==> images/metal_stack.png <==
Scale: 2 px per um.
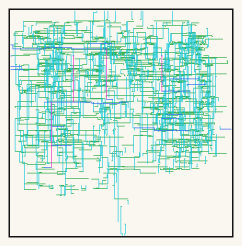
==> images/cell_classes.png <==
Scale: 2 px per um.
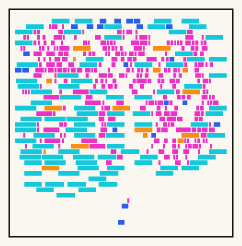
<file path="config.mk">
export PLATFORM = sky130hd
export DESIGN_NAME = simon_seq_player
export DESIGN_NICKNAME = d
export VERILOG_FILES = /design/src/rtl/simon_seq_player.sv
export SDC_FILE = /design/constraint.sdc
export NUM_CORES = 1
export LEC_CHECK = 0
export CORE_AREA = 2 2 109 111
export DETAILED_ROUTE_END_ITERATION = 10
export DIE_AREA = 0 0 111 113
export HOLD_SLACK_MARGIN = 0.06
export SYNTH_ARGS = -nofsm -noshare
export SYNTH_HDL_FRONTEND = slang
export SYNTH_SLANG_ARGS = --single-unit
</file>
<file path="constraint.sdc">
create_clock -name clk -period 3.4 [get_ports clk]
set_input_delay 0.34 -clock clk [delete_from_list [all_inputs] [get_ports clk]]
set_output_delay 0.34 -clock clk [all_outputs]
set_load 0.01 [all_outputs]
</file>
<file path="src/rtl/simon_seq_player.sv">
// Simon-style sequence player: builds a random color sequence one step at a time
// from a free-running LFSR and plays it back as timed lit/dark steps.
module simon_seq_player #(
    parameter int          MS     = 50000,
    parameter int          ON_MS  = 400,
    parameter int          OFF_MS = 200,
    parameter logic [15:0] SEED   = 16'hACE1
) (
    input  logic       clk,
    input  logic       rst,
    input  logic       extend,
    input  logic       play,
    input  logic       clear,
    output logic [1:0] color,
    output logic       enable,
    output logic       busy,
    output logic       done,
    output logic [4:0] length,
    output logic       full
);

    localparam logic [25:0] ON_TC  = 26'(ON_MS * MS - 1);
    localparam logic [25:0] OFF_TC = 26'(OFF_MS * MS - 1);

    typedef enum logic [1:0] {
        IDLE = 2'd0,
        ON   = 2'd1,
        OFF  = 2'd2
    } state_t;

    state_t      state_reg;
    logic [25:0] timer_reg;
    logic [3:0]  idx_reg;
    logic [15:0] lfsr_reg;
    logic        lfsr_fb;
    logic        wr_en;
    logic [1:0]  seq_mem [16];

    // Taps 16,14,13,11 counted from 1.
    assign lfsr_fb = lfsr_reg[15] ^ lfsr_reg[13] ^ lfsr_reg[12] ^ lfsr_reg[10];

    // Only an uncontested extend in IDLE with room left writes the store.
    assign wr_en = (state_reg == IDLE) && !clear && !play && extend && !full;

    // Store is read asynchronously so the step color can be registered together
    // with the state change that lights it.
    always_ff @(posedge clk) begin
        if (wr_en) begin
            seq_mem[length[3:0]] <= lfsr_reg[1:0];
        end
    end

    always_ff @(posedge clk or posedge rst) begin
        if (rst) begin
            state_reg <= IDLE;
            timer_reg <= '0;
            idx_reg   <= '0;
            lfsr_reg  <= SEED;
            length    <= '0;
            full      <= 1'b0;
            color     <= '0;
            enable    <= 1'b0;
            busy      <= 1'b0;
            done      <= 1'b0;
        end else begin
            lfsr_reg <= {lfsr_reg[14:0], lfsr_fb};
            done     <= 1'b0;
            case (state_reg)
                IDLE: begin
                    if (clear) begin
                        length <= '0;
                        full   <= 1'b0;
                    end else if (play) begin
                        if (length != 5'd0) begin
                            idx_reg   <= '0;
                            timer_reg <= '0;
                            state_reg <= ON;
                            enable    <= 1'b1;
                            busy      <= 1'b1;
                            color     <= seq_mem[0];
                        end else begin
                            done <= 1'b1;
                        end
                    end else if (extend && !full) begin
                        length <= length + 5'd1;
                        full   <= (length == 5'd15);
                    end
                end
                ON, OFF: begin
                    if (clear) begin
                        state_reg <= IDLE;
                        timer_reg <= '0;
                        length    <= '0;
                        full      <= 1'b0;
                        enable    <= 1'b0;
                        color     <= '0;
                        busy      <= 1'b0;
                    end else if (state_reg == ON) begin
                        if (timer_reg == ON_TC) begin
                            state_reg <= OFF;
                            timer_reg <= '0;
                            enable    <= 1'b0;
                            color     <= '0;
                        end else begin
                            timer_reg <= timer_reg + 26'd1;
                        end
                    end else if (timer_reg == OFF_TC) begin
                        timer_reg <= '0;
                        if ({1'b0, idx_reg} == length - 5'd1) begin
                            state_reg <= IDLE;
                            busy      <= 1'b0;
                            done      <= 1'b1;
                        end else begin
                            idx_reg   <= idx_reg + 4'd1;
                            state_reg <= ON;
                            enable    <= 1'b1;
                            color     <= seq_mem[idx_reg + 4'd1];
                        end
                    end else begin
                        timer_reg <= timer_reg + 26'd1;
                    end
                end
                default: state_reg <= IDLE;
            endcase
        end
    end

endmodule

</file>
==> flow_summary.json <==
{
  "status": "complete, no violations",
  "yosysCellCount": 405,
  "htree_levels": 3,
  "synthTopCellsByCount": "52 x nor2_1, 51 x dfrtp_1, 38 x nand2_1, 32 x edfxtp_1, 25 x o21ai_0",
  "drive_gt1_share_pct": 11.71,
  "wl_met1_mm": 4.396,
  "logic_area_um2": 1899,
  "cpLargestDelayFamily": "simple AND/OR/NAND/NOR gates",
  "crit_start": "length[0]",
  "leakage_uw": 0.001907,
  "power_leader": "sequential cells",
  "reg2reg_slack_ns": 0.66,
  "min_period_ns": 2.738,
  "placedInstanceArea_um2": 4777,
  "nonClockInverterCount": 15,
  "pwr-share-comb_pct": 29.3,
  "cts-root-buf": "clkbuf_16",
  "async_flop_share_pct": 64.84,
  "worstSetupStartpointType": "flip-flop",
  "antenna_found_initial": 0,
  "hold-worst-slack_ns": 0.3517,
  "simple_gate_share_pct": 20.13,
  "die_h_um": 113,
  "top_cell": "nor2_1",
  "path_depth": 8,
  "syn_to_final_growth_pct": 12.85,
  "netlist_instances": 405,
  "area_leaders": "dfrtp_1 28%, edfxtp_1 21%, dfstp_2 4.7%",
  "busiest_layer": "met2",
  "powerDensity_nw_per_um2": 611.6,
  "criticalPathCategory": "reg2reg",
  "crit_chain": "inv_1 > ha_1 > xor2_1 > o211ai_1 > or4_1 > and3_1 > o21ai_2 > mux2_2",
  "ys_types": 60,
  "rsz0062_at_grt": "no",
  "postSynthSeqShare_pct": 54.62,
  "setup_viol": 0,
  "reg2reg_from": "length[0]",
  "end_kind": "flip-flop",
  "wl_met2_mm": 4.353
}
About metal_stack.png:
legend:
  cyan:
    layer: met2
    wire_length: 4350 um
  magenta:
    layer: met4
    wire_length: 98.6 um
  blue:
    layer: met3
    wire_length: 229 um
  green:
    layer: met1
    wire_length: 4400 um

About cell_classes.png:
legend:
  magenta:
    class: all other logic
    cells: 299
    share_of_their_area: 40%
  cyan:
    class: flops
    cells: 91
    share_of_their_area: 50%
  blue:
    class: other buffers and delay cells
    cells: 21
    share_of_their_area: 4.0%
  orange:
    class: clock drivers and dummy loads
    cells: 16
    share_of_their_area: 5.7%

Power and IR drop assume default switching activity.
